==> config.mk <==
export PLATFORM = sky130hd
export DESIGN_NAME = seg_scan_driver
export DESIGN_NICKNAME = d
export VERILOG_FILES = /design/src/rtl/seg_pkg.sv /design/src/rtl/hex_to_7seg.sv /design/src/rtl/seg_scan_driver.sv
export SDC_FILE = /design/constraint.sdc
export NUM_CORES = 1
export LEC_CHECK = 0
export CAP_MARGIN = 10
export CORE_MARGIN = 2
export CORE_UTILIZATION = 56
export DETAILED_ROUTE_END_ITERATION = 6
export GPL_TIMING_DRIVEN = 0
export HOLD_SLACK_MARGIN = 0.08
export PLACE_DENSITY = 0.87
export SETUP_SLACK_MARGIN = 0.3
export SLEW_MARGIN = 25
export SYNTH_ARGS = -nofsm -noshare
export SYNTH_HDL_FRONTEND = slang
export SYNTH_HIERARCHICAL = 1
export SYNTH_SLANG_ARGS = --single-unit
==> constraint.sdc <==
create_clock -name clk -period 4.7 [get_ports clk]
set_clock_uncertainty 0.2 [all_clocks]
set_input_delay 0.94 -clock clk [delete_from_list [all_inputs] [get_ports clk]]
set_output_delay 0.94 -clock clk [all_outputs]
set_load 0.01 [all_outputs]
**Run 1: signal wires on met3**

Bar = 20 microns.
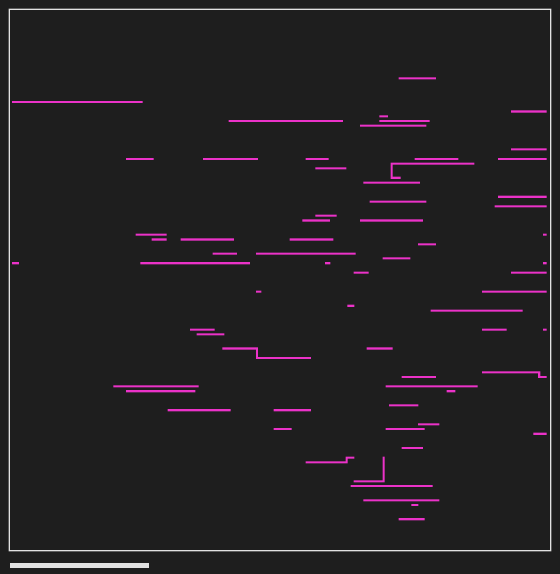
The wires run mostly horizontal. The layer holds 5.3% of the routed length. The layer carries 396 microns of wire. 55 nets have wire on it.
met3 usage in global routing: 0.0384
final wirelength: 7520 microns
via count: 2893

**Run 1: M1 wires**

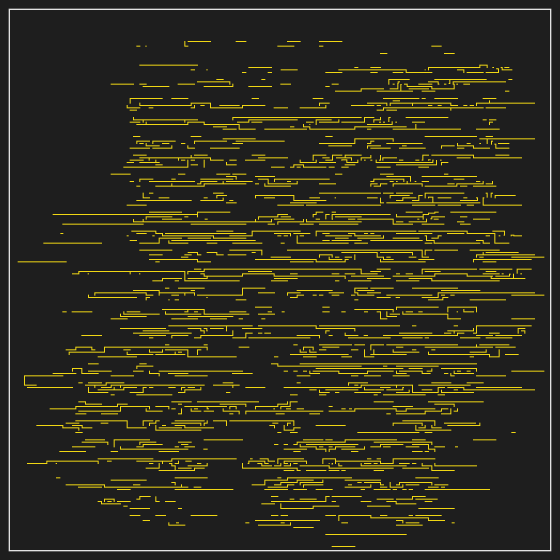
The wires run mostly horizontal. 391 nets have wire on it. The layer holds 42% of the routed length. The layer carries 3190 microns of wire.
GRT met1 Usage: 0.320

**Run 1: wire density map**

Bar = 20 microns. The die is cut into 15 by 15 equal tiles; dark blue is low, red is high, scaled to the fullest tile. Values are wire area over tile area, all layers added.
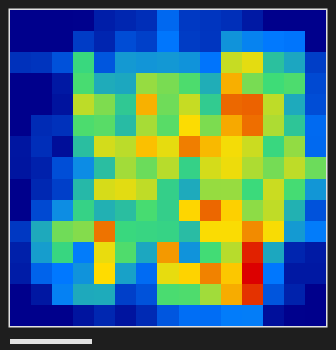
The densest ninth of the die: centre. The fullest tile reaches 0.53. The emptiest ninth of the die: upper left.
wire length per cell: 16.3 microns
total track usage: 0.252

==> results.cfg, run 1 <==
; yosys + openroad results
[run_status]
status = finished clean

[finish]
n_all_buffers = 62
largest_class = multi-input combinational cells
fillers = 374
clkbuf_count = 6
drive_above_1_share = 0.118
inverters_excl_clock = 8
synthToLayoutAreaGrowth_pct = 21.4
comb_share = 0.495
largest_reg_flops = 17
seq_area_sq_um = 1080
antennaDiodeCount = 0
final_cell_area_sq_um = 3670

[worst_hold_path]
whs_path_depth = 2

[sta]
slew_headroom = 0.560
finalSetupViolCount = 0
setup_tns_ns = 0
worst_slack_ns = 0.478
fin_crit_sh = 0.898
max_freq_mhz = 237
holdWs_ns = 0.338
final_max_slew_viol_count = 0

[critical_path]
cp_num_buf_inv = 6
crit_slowest_cell = clkdlybuf4s50_1
path_depth = 13
critPathLaunchType = input port
crit_arrival_ns = 4.20
crit_type = in2reg
cp_slowest_stage_delay_ns = 0.50
regToRegSetupSlack_ns = 0.62
crit_fanout = 10
cp_top_family = buffers and inverters

[detailed_routing]
dr_wl_met2_microns = 3810
antenna_left = 0
first_pass_iters = 6
drc = 0

[logic_synthesis]
synthFlopType = dfxtp_1
ys_types = 51
synth-edff-count = 0
synthSimpleGateAreaFrac = 0.229
top_area_cell = dfxtp_1
synthAdderAreaFrac = 0.0538
fp_nets = 379
ys_sh_xor = 0.0377
common_cells = 55 x nor2_1, 54 x dfxtp_1, 28 x nand2_1
ys_seq_elements = 54
aoi_share = 0.220
most_common_cell = nor2_1

[place]
hpwl_microns = 5110
pre_cts_slack_ns = -0.634
place_inst = 447
io_buffers = 34
place_area_sq_um = 3450

[grt]
busiest_layer = met2
antenna_found_initial = 0
grt_pass1_vias = 2672
use_met2 = 0.434
grt_first_pass_wirelength_microns = 12400

[power]
p_int_w = 0.000776
netSwitchingFraction = 0.242
power_combinational_w = 0.000166
power.leakage_nw = 1.42
clock_power_share = 0.372
powerClk_w = 0.000381
p_switching_w = 0.000248
power_frac_seq = 0.466

[clocking]
cts_tree = done
clkLatencyLatePin_ns = 0.31
cts_resized = 8
numCtsBuffers = 5

[floorplan]
ios = 36
fp.dieH_microns = 77.5
placementRows = 26
taps = 70

[flow_run]
warnings = 35
==> run 1 -> run 2 <==
Settings changed: CORE_UTILIZATION 56 to 45, PLACE_DENSITY 0.87 to 0.74.
Clock period 4.7 ns to 4.8 ns, I/O delays scaled along.
**Run 2: signal wires on met3**

Bar = 20 microns.
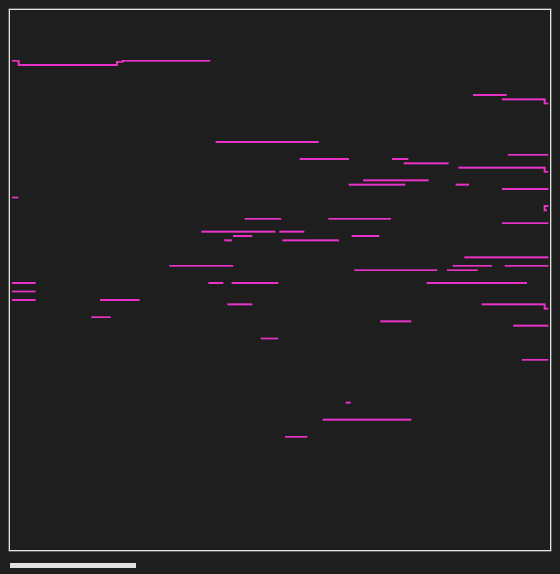
38 nets have wire on it. The layer holds 4.6% of the routed length.
final wirelength: 7230 microns
met3 usage in global routing: 0.0318
via count: 2729

==> results.cfg, run 2 <==
; yosys + openroad results
[finish]
n_all_buffers = 63
drive_above_1_share = 0.115
comb_share = 0.501
largest_reg_flops = 17
synthToLayoutAreaGrowth_pct = 20.0
seq_cells = 54
antennaDiodeCount = 0
largest_class = multi-input combinational cells
final_cell_area_sq_um = 3630
area_share_nonclk_buffers = 0.142
seq_area_sq_um = 1080
inverters_excl_clock = 8
clkbuf_count = 6
fillers = 594

[logic_synthesis]
synthAdderAreaFrac = 0.0538
common_cells = 55 x nor2_1, 54 x dfxtp_1, 28 x nand2_1
fp_nets = 379
aoi_share = 0.220
ys_sh_xor = 0.0377
top_area_cell = dfxtp_1
most_common_cell = nor2_1
synth-edff-count = 0
ys_types = 51
synthSimpleGateAreaFrac = 0.229
synthFlopType = dfxtp_1
ys_seq_elements = 54
async_flop_share = 0

[clocking]
clkTransAtPathRegs_ns = 0.10
clkLatencyLatePin_ns = 0.31
cts_resized = 7
numCtsBuffers = 5
cts_tree = done

[grt]
grt.met1_usage = 0.268
track_usage = 0.197
grt_pass1_vias = 2493
antenna_found_initial = 0
use_met2 = 0.324
grt_first_pass_wirelength_microns = 11800

[place]
place_area_sq_um = 3460
hpwl_microns = 5200
place_inst = 454
io_buffers = 34
pre_cts_slack_ns = -0.541

[floorplan]
taps = 77
fp.dieH_microns = 85.9
ios = 36
placementRows = 29

[critical_path]
cp_slowest_stage_delay_ns = 0.49
cp_num_buf_inv = 6
crit_arrival_ns = 4.32
critPathLaunchType = input port
path_depth = 14
regToRegSetupSlack_ns = 0.59
crit_fanout = 10
crit_type = in2reg
crit_slowest_cell = clkdlybuf4s50_1
cp_top_family = buffers and inverters

[detailed_routing]
met3_length_microns = 328
first_pass_iters = 6
drc = 0
viasPerCell = 5.82
drt_iter0_markers = 240
avgRoutedWirePerCell_microns = 15.4
antenna_left = 0
dr_wl_met2_microns = 3370

[flow_run]
warnings = 35

[sta]
finalSetupViolCount = 0
holdWs_ns = 0.339
max_freq_mhz = 231
final_max_slew_viol_count = 0
slew_headroom = 0.565
fin_crit_sh = 0.904
worst_slack_ns = 0.463
hold_viol = 0

[power]
power_combinational_w = 0.000158
p_switching_w = 0.000246
combPwrFrac = 0.177
power_frac_seq = 0.526
netSwitchingFraction = 0.277
clock_power_share = 0.296
p_int_w = 0.000642
power.leakage_nw = 1.40

[run_status]
status = finished clean

[worst_hold_path]
whs_path_depth = 2
